==> src/rtl/sipo_pkg.sv <==
// Shared definitions for the SIPO deserialiser family: FSM state encoding,
// default word length and the reset-state selection helper.
package sipo_pkg;

    localparam int SIPO_WIDTH = 8;

    typedef enum logic {
        HUNT  = 1'b0,
        SHIFT = 1'b1
    } sipo_state_t;

    // Framed variants wait for a sync; free-running ones shift from reset release.
    function automatic sipo_state_t reset_state(input bit sync_req);
        return sync_req ? HUNT : SHIFT;
    endfunction

endpackage

==> src/rtl/sipo_framed.sv <==
// Framed serial-in/parallel-out deserialiser with a one-deep output register,
// ready/valid hand-off and a sticky overrun flag for words lost to backpressure.
module sipo_framed
    import sipo_pkg::*;
#(
    parameter int WIDTH     = SIPO_WIDTH,
    parameter int MSB_FIRST = 1,
    parameter int SYNC_REQ  = 1
) (
    input  logic                       clk,
    input  logic                       rst,
    input  logic                       serial_in,
    input  logic                       in_valid,
    input  logic                       sync,
    input  logic                       out_ready,
    input  logic                       clr_ovr,
    output logic [WIDTH-1:0]           data_out,
    output logic                       out_valid,
    output logic                       overrun,
    output logic [$clog2(WIDTH)-1:0]   bit_cnt
);

    localparam int                CNT_W     = $clog2(WIDTH);
    localparam logic [CNT_W-1:0]  LAST_BIT  = CNT_W'(WIDTH - 1);
    localparam sipo_state_t       RST_STATE = reset_state(SYNC_REQ != 0);

    sipo_state_t       state, state_nxt;
    logic [WIDTH-1:0]  shreg, shreg_nxt;
    logic [WIDTH-1:0]  shift_base, shifted;
    logic [WIDTH-1:0]  data_nxt;
    logic [CNT_W-1:0]  bit_cnt_nxt;
    logic              out_valid_nxt, overrun_nxt;
    logic              accept, restart, word_done, load, drop;

    // A qualified sync always starts a fresh word, whether hunting or mid-word.
    assign restart   = in_valid && sync;
    assign accept    = in_valid && ((state == SHIFT) || sync);
    assign word_done = in_valid && !sync && (state == SHIFT) && (bit_cnt == LAST_BIT);
    assign load      = word_done && (!out_valid || out_ready);
    assign drop      = word_done && !load;

    assign shift_base = restart ? '0 : shreg;

    // Bit order is fixed at elaboration: only the wiring of the shift differs.
    generate
        if (MSB_FIRST != 0) begin : g_msb_first
            assign shifted = {shift_base[WIDTH-2:0], serial_in};
        end else begin : g_lsb_first
            assign shifted = {serial_in, shift_base[WIDTH-1:1]};
        end
    endgenerate

    always_comb begin
        // NOTE: every output of this block gets a default first, so no path
        // through the branches below can leave one unassigned and infer a latch.
        state_nxt     = state;
        shreg_nxt     = shreg;
        bit_cnt_nxt   = bit_cnt;
        data_nxt      = data_out;

        if (accept) begin
            state_nxt = SHIFT;
            shreg_nxt = shifted;
            if (restart) begin
                bit_cnt_nxt = CNT_W'(1);
            end else if (word_done) begin
                bit_cnt_nxt = '0;
            end else begin
                bit_cnt_nxt = bit_cnt + 1'b1;
            end
        end

        if (load) begin
            data_nxt = shifted;
        end

        // A fresh load keeps out_valid high even while the old word is consumed.
        out_valid_nxt = load || (out_valid && !out_ready);
        // A drop on the same edge as clr_ovr must leave the flag set.
        overrun_nxt   = drop || (overrun && !clr_ovr);
    end

    // NOTE: sequential state uses non-blocking assignments so every register
    // samples the pre-edge values, independent of statement order.
    always_ff @(posedge clk or posedge rst) begin
        if (rst) begin
            state     <= RST_STATE;
            shreg     <= '0;
            bit_cnt   <= '0;
            data_out  <= '0;
            out_valid <= 1'b0;
            overrun   <= 1'b0;
        end else begin
            state     <= state_nxt;
            shreg     <= shreg_nxt;
            bit_cnt   <= bit_cnt_nxt;
            data_out  <= data_nxt;
            out_valid <= out_valid_nxt;
            overrun   <= overrun_nxt;
        end
    end

endmodule

==> config.mk <==
export PLATFORM = sky130hd
export DESIGN_NAME = sipo_framed
export DESIGN_NICKNAME = d
export VERILOG_FILES = /design/src/rtl/sipo_pkg.sv /design/src/rtl/sipo_framed.sv
export SDC_FILE = /design/constraint.sdc
export NUM_CORES = 1
export LEC_CHECK = 0
export ABC_AREA = 1
export CAP_MARGIN = 0
export CORE_MARGIN = 4
export CORE_UTILIZATION = 48
export CTS_CLUSTER_SIZE = 40
export DETAILED_ROUTE_END_ITERATION = 8
export GPL_ROUTABILITY_DRIVEN = 0
export PLACE_DENSITY = 0.79
export SLEW_MARGIN = 20
export SYNTH_ARGS = -nofsm -noshare
export SYNTH_HDL_FRONTEND = slang
export SYNTH_SLANG_ARGS = --single-unit
==> constraint.sdc <==
create_clock -name clk -period 1.3 [get_ports clk]
set_input_delay 0.26 -clock clk [delete_from_list [all_inputs] [get_ports clk]]
set_output_delay 0.26 -clock clk [all_outputs]
set_load 0.01 [all_outputs]
**Supply network**

Scale bar: 20 um. Pins as bars on the die edge.
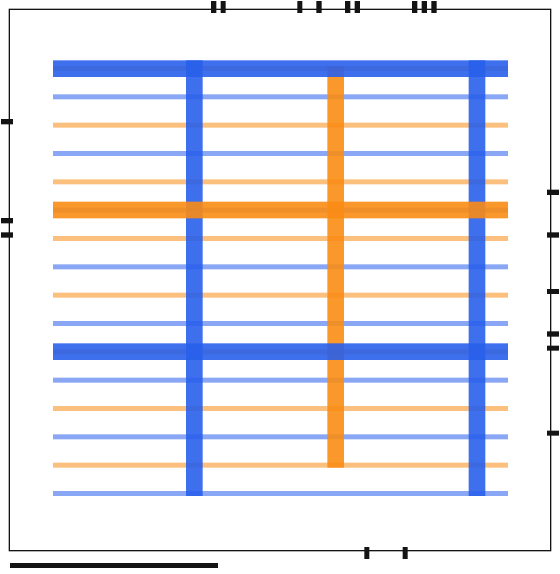
- blue: VSS
- orange: VDD
- rows: 15
- met5 straps: 3
- met1 rails: 16
- signal pins: 20
die span in y: 51.9 um
Std-Cell Core Area: 1780 sq um
DIE WIDTH: 51.9 um
Peak supply drop: 0.726 mV

**Placement by cell class**

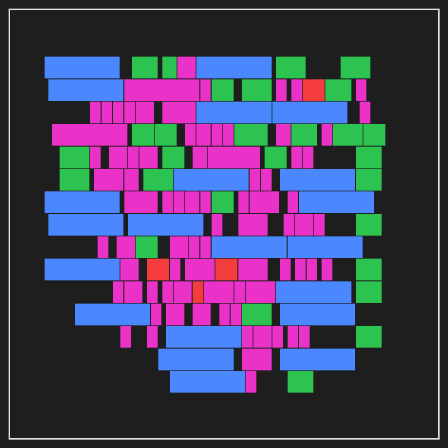
- magenta: combinational and other logic (cells 80; share of their area 37%)
- blue: flops (cells 21; share of their area 42%)
- red: clock drivers and dummy loads (cells 4; share of their area 2.1%)
- green: other buffers and delay cells (cells 28; share of their area 19%)

==> summary.log <==
[outcome] outcome finished with violations
[outcome] violated checks negative setup slack
[setup_path] number of logic stages on the critical path including buffering 1
[logic_synthesis] combinational family with the most area after synthesis simple AND/OR/NAND/NOR gates
[logic_synthesis] number of enable flip-flop cells 0
[final_timing] maximum operating frequency 760 MHz
[pwr] Biggest consumer sequential cells
[placement] Setup Slack @ Placement -0.158 ns
[pwr] Comb power frac 18.1%
[logic_synthesis] area share of the largest cell type after synthesis 56.9%
[drt] starting DRC count in detailed routing 19
[setup_path] CP max-delay cell sky130_fd_sc_hd__dfrtp_1
[logic_synthesis] synth warn 0
[drt] WL met3 124 um
[layout] clock tree cell share of total cell area 2.04%
[layout] fraction of area in registers 40.8%
[logic_synthesis] and-or/or-and share of the synthesized area 5.69%
[layout] Largest regs data_out: 8 flops, shreg: 7 flops, bit_cnt: 3 flops
[final_timing] tightest slew margin relative to the limit 82.7%
[worst_hold_path] worst min-delay path category in -> async
[clocking] maximum number of buffers from clock root to sink 2
[layout] Non-clock buffering overhead 19.0%
[clocking] hold buffers post-CTS 0
[placement] placed instance count 149
[final_timing] Clock Skew 0.00241 ns
[clocking] latest clock arrival within the worst-skew pair 0.31 ns
[layout] Commonest Layout Cell sky130_fd_sc_hd__nand2_1
[floorplanning] Init Core Util 51.8%
[pwr] Flop+latch power 0.705 mW
[setup_path] destination of the critical timing path bit_cnt[1]
[placement] total of buffers placed on input and output ports 19
[layout] flip-flop count of the largest register, all copies and words added 8
[layout] Non-CTS buffers 28
[pwr] share of total power in the clock network 25.6%
[clocking] Root Driver sky130_fd_sc_hd__clkbuf_4
[placement] Placed Instance Area 1170 sq um
[final_timing] total negative setup slack -0.0267 ns
[setup_path] number of buffer and inverter stages on the critical path 1
[pwr] Pwr Total 1.25 mW
[setup_path] startpoint-to-endpoint class of the critical path reg -> out
[grt] wire length of the first global-routing pass 2.99 mm
[grt] grt met1 use 22.0%
[layout] fraction of area in multi-input gates 30.6%
[logic_synthesis] cell area after technology mapping 923 sq um
[clocking] clock sink count 21
[drt] highest metal layer with signal wires met4
[logic_synthesis] number of cells in the yosys synthesis report 102
[layout] clock buffer instance count of the final layout 4
[layout] number of nets in the finished design 143
[grt] overall track demand over capacity in global routing 15.3%
[setup_path] Worst Setup Start Kind flip-flop
[setup_path] element type at the critical path end output port
[logic_synthesis] Unique masters post-synth 17
[logic_synthesis] proportion of register bits with asynchronous set or reset after synthesis 100%
[clocking] number of H-tree levels 1
[layout] Register Area 526 sq um
[final_timing] final critical-path share of the clock period 101%
[pwr] net switching share of the total power 27.2%
[drt] routed via count divided by cell count 5.03
[grt] global-route met2 utilization 20.5%
[setup_path] Arrival @ worst endpoint 1.06 ns
[logic_synthesis] cells taking the most area after synthesis sky130_fd_sc_hd__dfrtp_1 (57%), sky130_fd_sc_hd__nand2_1 (11%), sky130_fd_sc_hd__inv_1 (5.7%)
[drt] Wirelength per Cell 13.2 um
[final_timing] final worst slack -0.0161 ns
[layout] area added between synthesis and finish 39.4%
[grt] maximum number of pins on one net before global-route repair 22
[logic_synthesis] Main synth FF type sky130_fd_sc_hd__dfrtp_1
[floorplanning] Tap Cells 25
[drt] Met1 Routed Length 841 um
[pwr] sequential fraction of design power 56.3%
[final_timing] count of endpoints failing setup in the final report 2
**Clock distribution**

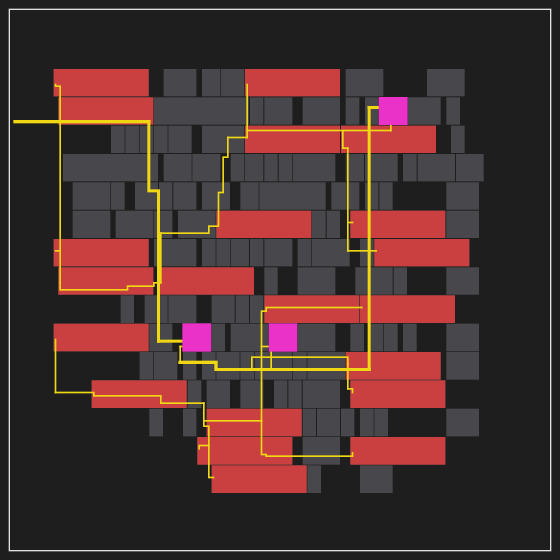
- magenta: clock drivers (count 3)
- red: flip-flops (count 21)
- yellow: clock wires (length 267 um)
- routed clock nets: 4

**Routed metal, one colour a layer**

Scale bar: 20 um.
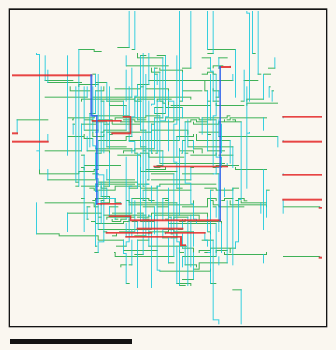
- cyan: metal 2 (wire length 1070 um)
- red: metal 3 (wire length 125 um)
- green: metal 1 (wire length 842 um)
- blue: metal 4 (wire length 47.2 um)

Power is estimated from default activity; no workload was simulated.
